Figure 1. The metal 4 layer (run 1).
Supply wires on this layer in grey.
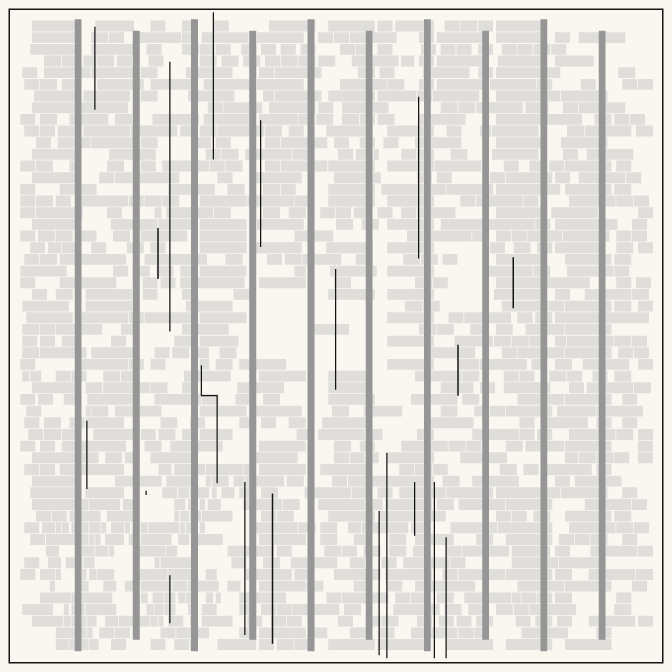
Figure 2. Cell placement (run 1).
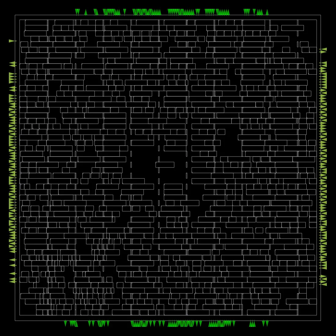
Figure 3. Sizing map (run 1).
Bar = 50 um.
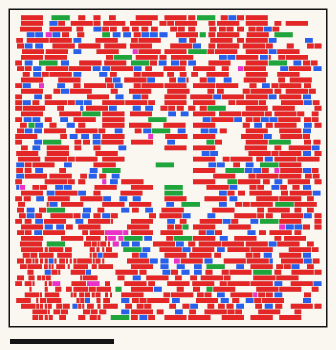
[config.mk]
export PLATFORM = sky130hd
export DESIGN_NAME = shift_rows_stream
export DESIGN_NICKNAME = d
export VERILOG_FILES = /design/src/rtl/aes_pkg.sv /design/src/rtl/rijndael_row_rotate.sv /design/src/rtl/shift_rows_stream.sv
export SDC_FILE = /design/constraint.sdc
export NUM_CORES = 1
export LEC_CHECK = 0
export CAP_MARGIN = 15
export CORE_MARGIN = 2
export CORE_UTILIZATION = 50
export CTS_CLUSTER_DIAMETER = 50
export CTS_CLUSTER_SIZE = 40
export DETAILED_ROUTE_END_ITERATION = 8
export PLACE_DENSITY_LB_ADDON = 0.12
export SLEW_MARGIN = 20
export SYNTH_ARGS = -nofsm -noshare
export SYNTH_HDL_FRONTEND = slang
export SYNTH_SLANG_ARGS = --single-unit
[constraint.sdc]
create_clock -name clk -period 16.8 [get_ports clk]
set_clock_uncertainty 0.1 [all_clocks]
set_input_delay 2.52 -clock clk [delete_from_list [all_inputs] [get_ports clk]]
set_output_delay 2.52 -clock clk [all_outputs]
set_load 0.05 [all_outputs]
[src/rtl/aes_pkg.sv]
// Shared Rijndael constants and helpers for the ShiftRows streaming datapath:
// byte/row geometry, per-row shift offsets and the legal state-width check.
package aes_pkg;

  localparam int unsigned BYTE_W = 8;
  localparam int unsigned ROWS   = 4;
  localparam int unsigned COL_W  = ROWS * BYTE_W;

  // Occupancy of the 2-entry output FIFO
  typedef enum logic [1:0] {
    OCC_EMPTY = 2'd0,
    OCC_ONE   = 2'd1,
    OCC_FULL  = 2'd2
  } occ_e;

  function automatic bit nb_legal(input int unsigned nb);
    return (nb == 4) || (nb == 6) || (nb == 8);
  endfunction

  function automatic int unsigned row_width(input int unsigned nb);
    return nb * BYTE_W;
  endfunction

  // Rijndael row offsets; the wide 256-bit state uses a larger spread on rows 2 and 3
  function automatic int unsigned shift_offset(input int unsigned nb, input int unsigned row);
    int unsigned off;
    off = 0;
    case (row)
      0:       off = 0;
      1:       off = 1;
      2:       off = (nb == 8) ? 3 : 2;
      3:       off = (nb == 8) ? 4 : 3;
      default: off = 0;
    endcase
    return off;
  endfunction

endpackage

[src/rtl/rijndael_row_rotate.sv]
// Combinational byte rotation of one state row: left by OFFSET for the forward
// transform, right by OFFSET when inv is set.
module rijndael_row_rotate
  import aes_pkg::*;
#(
  parameter int unsigned NB     = 4,
  parameter int unsigned OFFSET = 0
) (
  input  logic                 inv,
  input  logic [NB*BYTE_W-1:0] data,
  output logic [NB*BYTE_W-1:0] rotated_c
);

  localparam int unsigned ROW_W = NB * BYTE_W;

  if (OFFSET >= NB) begin : g_offset_check
    $error("rijndael_row_rotate: OFFSET %0d out of range for NB %0d", OFFSET, NB);
  end

  // Column 0 is the most significant byte of the row
  for (genvar c = 0; c < NB; c++) begin : g_col
    localparam int unsigned SRC_FWD = (c + OFFSET) % NB;
    localparam int unsigned SRC_INV = (c + NB - OFFSET) % NB;
    localparam int unsigned DST_HI  = ROW_W - 1 - c * BYTE_W;
    localparam int unsigned FWD_HI  = ROW_W - 1 - SRC_FWD * BYTE_W;
    localparam int unsigned INV_HI  = ROW_W - 1 - SRC_INV * BYTE_W;

    assign rotated_c[DST_HI -: BYTE_W] = inv ? data[INV_HI -: BYTE_W]
                                             : data[FWD_HI -: BYTE_W];
  end

endmodule

[src/rtl/shift_rows_stream.sv]
// Streaming ShiftRows / InvShiftRows stage: transforms each accepted state and
// buffers it in a 2-entry FIFO with a registered ready and an accept counter.
module shift_rows_stream
  import aes_pkg::*;
#(
  parameter  int unsigned NB    = 4,
  parameter  int unsigned CNT_W = 16,
  localparam int unsigned W     = 32 * NB
) (
  input  logic             clk,
  input  logic             rst_n,
  input  logic             in_valid,
  output logic             in_ready,
  input  logic [W-1:0]     in_data,
  input  logic             in_inv,
  output logic             out_valid,
  input  logic             out_ready,
  output logic [W-1:0]     out_data,
  output logic [CNT_W-1:0] blk_count
);

  localparam int unsigned ROW_W = row_width(NB);

  if (!nb_legal(NB)) begin : g_nb_check
    $error("shift_rows_stream: NB=%0d is not a legal Rijndael column count (4, 6, 8)", NB);
  end

  logic [W-1:0] shifted_c;

  // One rotator per row; mode is applied before storage so the FIFO holds final data
  for (genvar r = 0; r < ROWS; r++) begin : g_row
    localparam int unsigned HI = W - 1 - r * ROW_W;

    rijndael_row_rotate #(
      .NB     (NB),
      .OFFSET (shift_offset(NB, r))
    ) u_rot (
      .inv       (in_inv),
      .data      (in_data[HI -: ROW_W]),
      .rotated_c (shifted_c[HI -: ROW_W])
    );
  end

  occ_e             occ;
  occ_e             occ_nxt;
  logic             rdy_q;
  logic             rdy_nxt;
  logic             vld_q;
  logic             vld_nxt;
  logic             rd_ptr;
  logic             wr_ptr;
  logic [CNT_W-1:0] cnt;
  logic [W-1:0]     mem [2];
  logic             push;
  logic             pop;

  // Ready is forced low while reset is asserted so no beat lands in a reset cycle
  assign in_ready  = rdy_q & rst_n;
  assign out_valid = vld_q;
  assign out_data  = mem[rd_ptr];
  assign blk_count = cnt;

  assign push = in_valid & in_ready;
  assign pop  = vld_q & out_ready;

  // Occupancy state register plus pointers and accept counter
  always_ff @(posedge clk) begin
    if (!rst_n) begin
      occ    <= OCC_EMPTY;
      rdy_q  <= 1'b1;
      vld_q  <= 1'b0;
      rd_ptr <= 1'b0;
      wr_ptr <= 1'b0;
      cnt    <= '0;
    end else begin
      occ   <= occ_nxt;
      rdy_q <= rdy_nxt;
      vld_q <= vld_nxt;
      if (push) begin
        wr_ptr <= ~wr_ptr;
        cnt    <= cnt + CNT_W'(1);
      end
      if (pop) begin
        rd_ptr <= ~rd_ptr;
      end
    end
  end

  // Next occupancy; ready/valid are derived from it so both leave the flops directly
  always_comb begin
    occ_nxt = occ;
    rdy_nxt = rdy_q;
    vld_nxt = vld_q;
    case (occ)
      OCC_EMPTY: begin
        if (push) occ_nxt = OCC_ONE;
      end
      OCC_ONE: begin
        if (push && !pop)      occ_nxt = OCC_FULL;
        else if (!push && pop) occ_nxt = OCC_EMPTY;
      end
      OCC_FULL: begin
        if (pop) occ_nxt = OCC_ONE;
      end
      default: occ_nxt = OCC_EMPTY;
    endcase
    rdy_nxt = (occ_nxt != OCC_FULL);
    vld_nxt = (occ_nxt != OCC_EMPTY);
  end

  // Data storage is not reset; stale entries are unreachable once occupancy is cleared
  always_ff @(posedge clk) begin
    if (push) begin
      mem[wr_ptr] <= shifted_c;
    end
  end

endmodule

==> impl_metrics.toml, run 1 <==
# yosys + openroad results
[clock_tree]
post_cts_resize_count = 0
post_cts_buffers = 0
clk_path_buf_depth = 3
hold_buffers = 0
clock_sinks = 279
cts_tree = "done"
cts.clk_slew.worst_paths_ps = 60
cts_buffers = 28
htreeDepth = 1
clock_latency_ps = 520

[layout]
top_register = "mem"
seq_share_pct = 54.5
logic_gates = 274
largest_register_ffs = 256
regArea_sq_um = 8150
final.fill_count = 1472
finalNetCount = 1005
layout.nonclk_buf_share_pct = 18.8
lay_top_count = "clkdlybuf4s50_1"
largest_class = "registers"
clock_buffers = 31
n_all_inverters = 5
design_area_sq_um = 15000
comb_area_share_pct = 17.9
logic_area_sq_um = 2680
drive_gt1_share_pct = 28.9
mostFrequentLayoutCells = "clkdlybuf4s50_1 (277), edfxtp_1 (256), mux2_2 (192), clkbuf_16 (30), dfxtp_1 (22)"
antenna_cells = 0

[route]
remaining_drc_errors = 0
routed_via_density = 5.26
wl_per_cell_um = 19.3
drt-initial-drc-count = 324
antenna_left = 0

[place]
dp_hpwl_um = 14800
placed_area_sq_um = 14000
io_buffers = 278
dp_cells = 1121
dpl_worst_slack_ps = 9990
gp_congestion = 0.758

[timing]
rsz0062_at_grt = "false"
period_used_pct = 40.6
worst_slew_pin_slew_ps = 901
period_minus_slack_ps = 6820
max_freq_ghz = 0.147
final-setup-viol-count = 0
whs_ps = 401
setup_tns_ps = 0
finalHoldViolCount = 0
relSlewSlack_pct = 39.9

[floorplan]
fp-row-count = 54
die_x_um = 152
taps = 280
dieArea_sq_um = 23100
dieHeight_um = 152
core_util_floorplan_pct = 50.5
ios = 279

[power_and_ir_drop]
leakagePower_nw = 4.97
power_mw = 1.67
power_density_nw_per_um2 = 112

[yosys]
mux_share_pct = 19.7
ys_cells = 584
ys_types = 36
synth_top_flop_cell = "edfxtp_1"
ys.flops = 279
common_cells = "edfxtp_1 (256), mux2_2 (192), dfxtp_1 (23)"
synth_chip_area_sq_um = 10900
ys_async_sr_fraction_pct = 0
top_cell_area_share_pct = 70.2
synthAdderAreaFrac_pct = 0.114
ys_warn_count = 0
ys_seq_share_pct = 74.4
top_cell = "edfxtp_1"
yosys.area_share.aoi_pct = 0.983
logic_family = "multiplexers"
netlist_area_sq_um = 10900
syn_area_per_cell_sq_um = 18.7
area_leaders = "edfxtp_1 (70%), mux2_2 (20%), dfxtp_1 (4.2%), clkbuf_1 (0.75%), xnor2_1 (0.64%)"
netlist_instances = 584
top_area_cell = "edfxtp_1"
synth_nets = 718
simple_gate_area_share_pct = 2.65
edf_count = 256

[flow_run]
max_cap_violations = 0
tool_warnings = 26

[setup_path]
rrSetupSlack_ps = 13920
cp_cell_sequence = "clkdlybuf4s50_1 > and2_2 > clkdlybuf4s50_1"
cp.buffers_inverters = 2
cp.arrival_ps = 4200
end_kind = "output pin"
r2r_end = "mem[1][78]"
critPathSlowestCell = "clkdlybuf4s50_1"
ff2ff_path_depth = 3
critPathKind = "input pin to output pin"
slowest_delay_ps = 790
r2r_start = "rdy_q"
cp.depth = 3
cp_top_family = "buffers and inverters"
required_ps = 14180
startpoint_type = "input pin"
path_common_cell = "clkdlybuf4s50_1"

[global_routing]
grt_pass1_wl_um = 34600
gr-total-overflow = 0
grt_max_degree = 68
use_met3_pct = 6.30
grt_usage_pct = 18.8
use_met2_pct = 32.3
antenna_found_initial = 1
grt-busiest-layer = "met2"
grt_pass1_vias = 6458

[worst_hold_path]
hp-start = "blk_count[15]"
holdPathStages = 2
worstHoldPathType = "flip-flop to flip-flop"
min_to = "blk_count[15]"

[run_status]
status = "completed"
Back to the opening pictures, Figure 1:
main direction: vertical
longest straight run: 62.6 um
nets with wire on the layer: 12
wire length on this layer: 535 um
detailed-route wire length: 22700 um
via count: 6175

Back to the opening pictures, Figure 2:
seq_cells: 279
core area: 21700 sq um
final core occ: 69.0%

Back to the opening pictures, Figure 3:
| colour | size | cells | share | most used |
|---|---|---|---|---|
| magenta | _3 and _4 cells | 18 | 2.0% | buf_4 |
| blue | _2 cells | 201 | 23% | mux2_2 |
| green | _6 and larger | 39 | 4.4% | clkbuf_16 |
| red | _0 and _1 cells | 635 | 71% | clkdlybuf4s50_1 |
area growth from synthesis to layout: 36.6%
Final WS setup: 9980 ps
Repair and plain buffers: 283

==> run 1: worst register-to-register path: cells and delay by family, from the launching register on <==
kind	cells	cell delay, ps
and+or+nand+nor	2	1070
buffers and inverters	1	890
DFF	1	390
==> run 1: layer usage <==
metal,vias to the layer above,wire length (um)
li1,2848,-
met1,3043,8850
met2,235,11200
met3,47,2050
met4,2,534
met5,-,13
==> run 1: worst max path at each step <==
stage / start / to / slack, ps
3_3_place_gp: rst_n / in_ready / 10000
5_1_grt: rst_n / in_ready / 9930
4_1_cts: rst_n / in_ready / 9980
2_1_floorplan: rst_n / mem[0][0] / 7880
3_5_place_dp: rst_n / in_ready / 9990
6_report: rst_n / in_ready / 9980
==> run 1: report_power, final <==
part,switching [mW],internal [mW]
Sequential,0.0104,0.789
Combinational,0.149,0.106
Clock,0.267,0.351
Total,0.427,1.25
==> run 2, diff against run 1 <==
Settings changed: CORE_UTILIZATION 50 to 44.
Clock period 16.8 ns to 5.7 ns, I/O delays scaled along.
Figure 4. Cell placement (run 2).
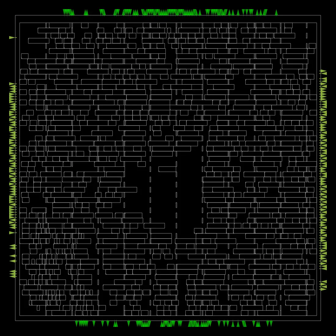
core area: 24400 sq um
FP Rows: 57
final core occ: 61.8%
Post-Layout Cell Count: 1212
Fillers: 1888

==> run 2 against run 1 <==
Compared with the run above: synthesized cell count stayed put; non-clock buffer count unchanged; via count decreased by 0.74%; critical path type is now flip-flop to output pin; setup slack got worse by 8300 ps.
==> impl_metrics.toml, run 2 <==
# yosys + openroad results
[run_status]
status = "completed"

[global_routing]
grt_pass1_wl_um = 34500
antenna_found_initial = 1
grt_pass1_vias = 6422
grt_max_degree = 70
use_met2_pct = 29.0

[route]
antenna_left = 0
wl_met3_um = 1750
wl_um = 23100
highest-signal-layer = "met5"
wl_met1_um = 9600
met2_length_um = 11200
routed_via_density = 5.06
vias = 6129

[yosys]
synth_top_flop_cell = "edfxtp_1"
netlist_instances = 584
simple_gate_area_share_pct = 2.65
netlist_area_sq_um = 10900
synth_chip_area_sq_um = 10900
top_area_cell = "edfxtp_1"
top_cell = "edfxtp_1"
syn_area_per_cell_sq_um = 18.7
common_cells = "edfxtp_1 (256), mux2_2 (192), dfxtp_1 (23)"
logic_family = "multiplexers"
mux_share_pct = 19.7
ys.flops = 279
edf_count = 256
ys_types = 36

[power_and_ir_drop]
switching_share_pct = 25.7
clkPwrFrac_pct = 38.0
power_density_nw_per_um2 = 333
pwr-share-comb_pct = 15.1
power_mw = 5.03
leakagePower_nw = 4.98
internal-power_mw = 3.73
pg_seq_mw = 2.36

[flow_run]
tool_warnings = 26
max_cap_violations = 0

[timing]
period_minus_slack_ps = 4020
setup_tns_ps = 0
worst_slew_pin_slew_ps = 930
final-setup-viol-count = 0
max_freq_ghz = 0.249
relSlewSlack_pct = 38.0
period_used_pct = 70.5
layout_setup_ws_ps = 1680
finalHoldViolCount = 0
whs_ps = 389

[setup_path]
r2r_end = "mem[1][66]"
required_ps = 4740
ff2ff_path_depth = 3
cp_cell_sequence = "buf_12 > mux2_2 > clkdlybuf4s50_1"
rrSetupSlack_ps = 3290
cp_top_family = "buffers and inverters"
cp.arrival_ps = 3070
r2r_start = "rdy_q"
critPathSlowestCell = "dfxtp_4"
slowest_delay_ps = 940
cp.buffers_inverters = 2

[layout]
antenna_cells = 0
finalNetCount = 1003
design_area_sq_um = 15100
lay_top_count = "clkdlybuf4s50_1"
top_register = "mem"
largest_register_ffs = 256

[place]
dp_hpwl_um = 15300
dpl_worst_slack_ps = 2090
gp_congestion = 0.780

[worst_hold_path]
worstHoldPathType = "flip-flop to flip-flop"
holdPathStages = 2
hp-start = "blk_count[15]"
min_to = "blk_count[15]"

[clock_tree]
hold_buffers = 0
cts_tree = "done"
clock_latency_ps = 520
htreeDepth = 1

[floorplan]
dieHeight_um = 162
core_util_floorplan_pct = 44.9
[run 2: worst max path at each step]
stage	endpoint	cells past startpoint	slack [ps]	startpoint
3_5_place_dp	mem[1][68]	4	2090	rst_n
5_1_grt	out_data[31]	3	1520	flip-flop
2_1_floorplan	mem[0][0]	4	680	rst_n
4_1_cts	out_data[31]	3	1640	flip-flop
3_3_place_gp	mem[1][79]	4	2160	rst_n
6_report	out_data[24]	3	1680	flip-flop
[run 2: final cells by class]
type | instances | area (sq um) | share of cell area (%)
sequential | 279 | 8150 | 54.1
timing repair buffer | 283 | 2850 | 18.9
multi-input combinational | 274 | 2680 | 17.8
clock buffer | 27 | 676 | 4.48
tap | 324 | 405 | 2.69
clock inverter | 20 | 297 | 1.97
inverter | 5 | 18.8 | 0.124
Power figures rest on the tool's default switching activity, not on a simulated workload.
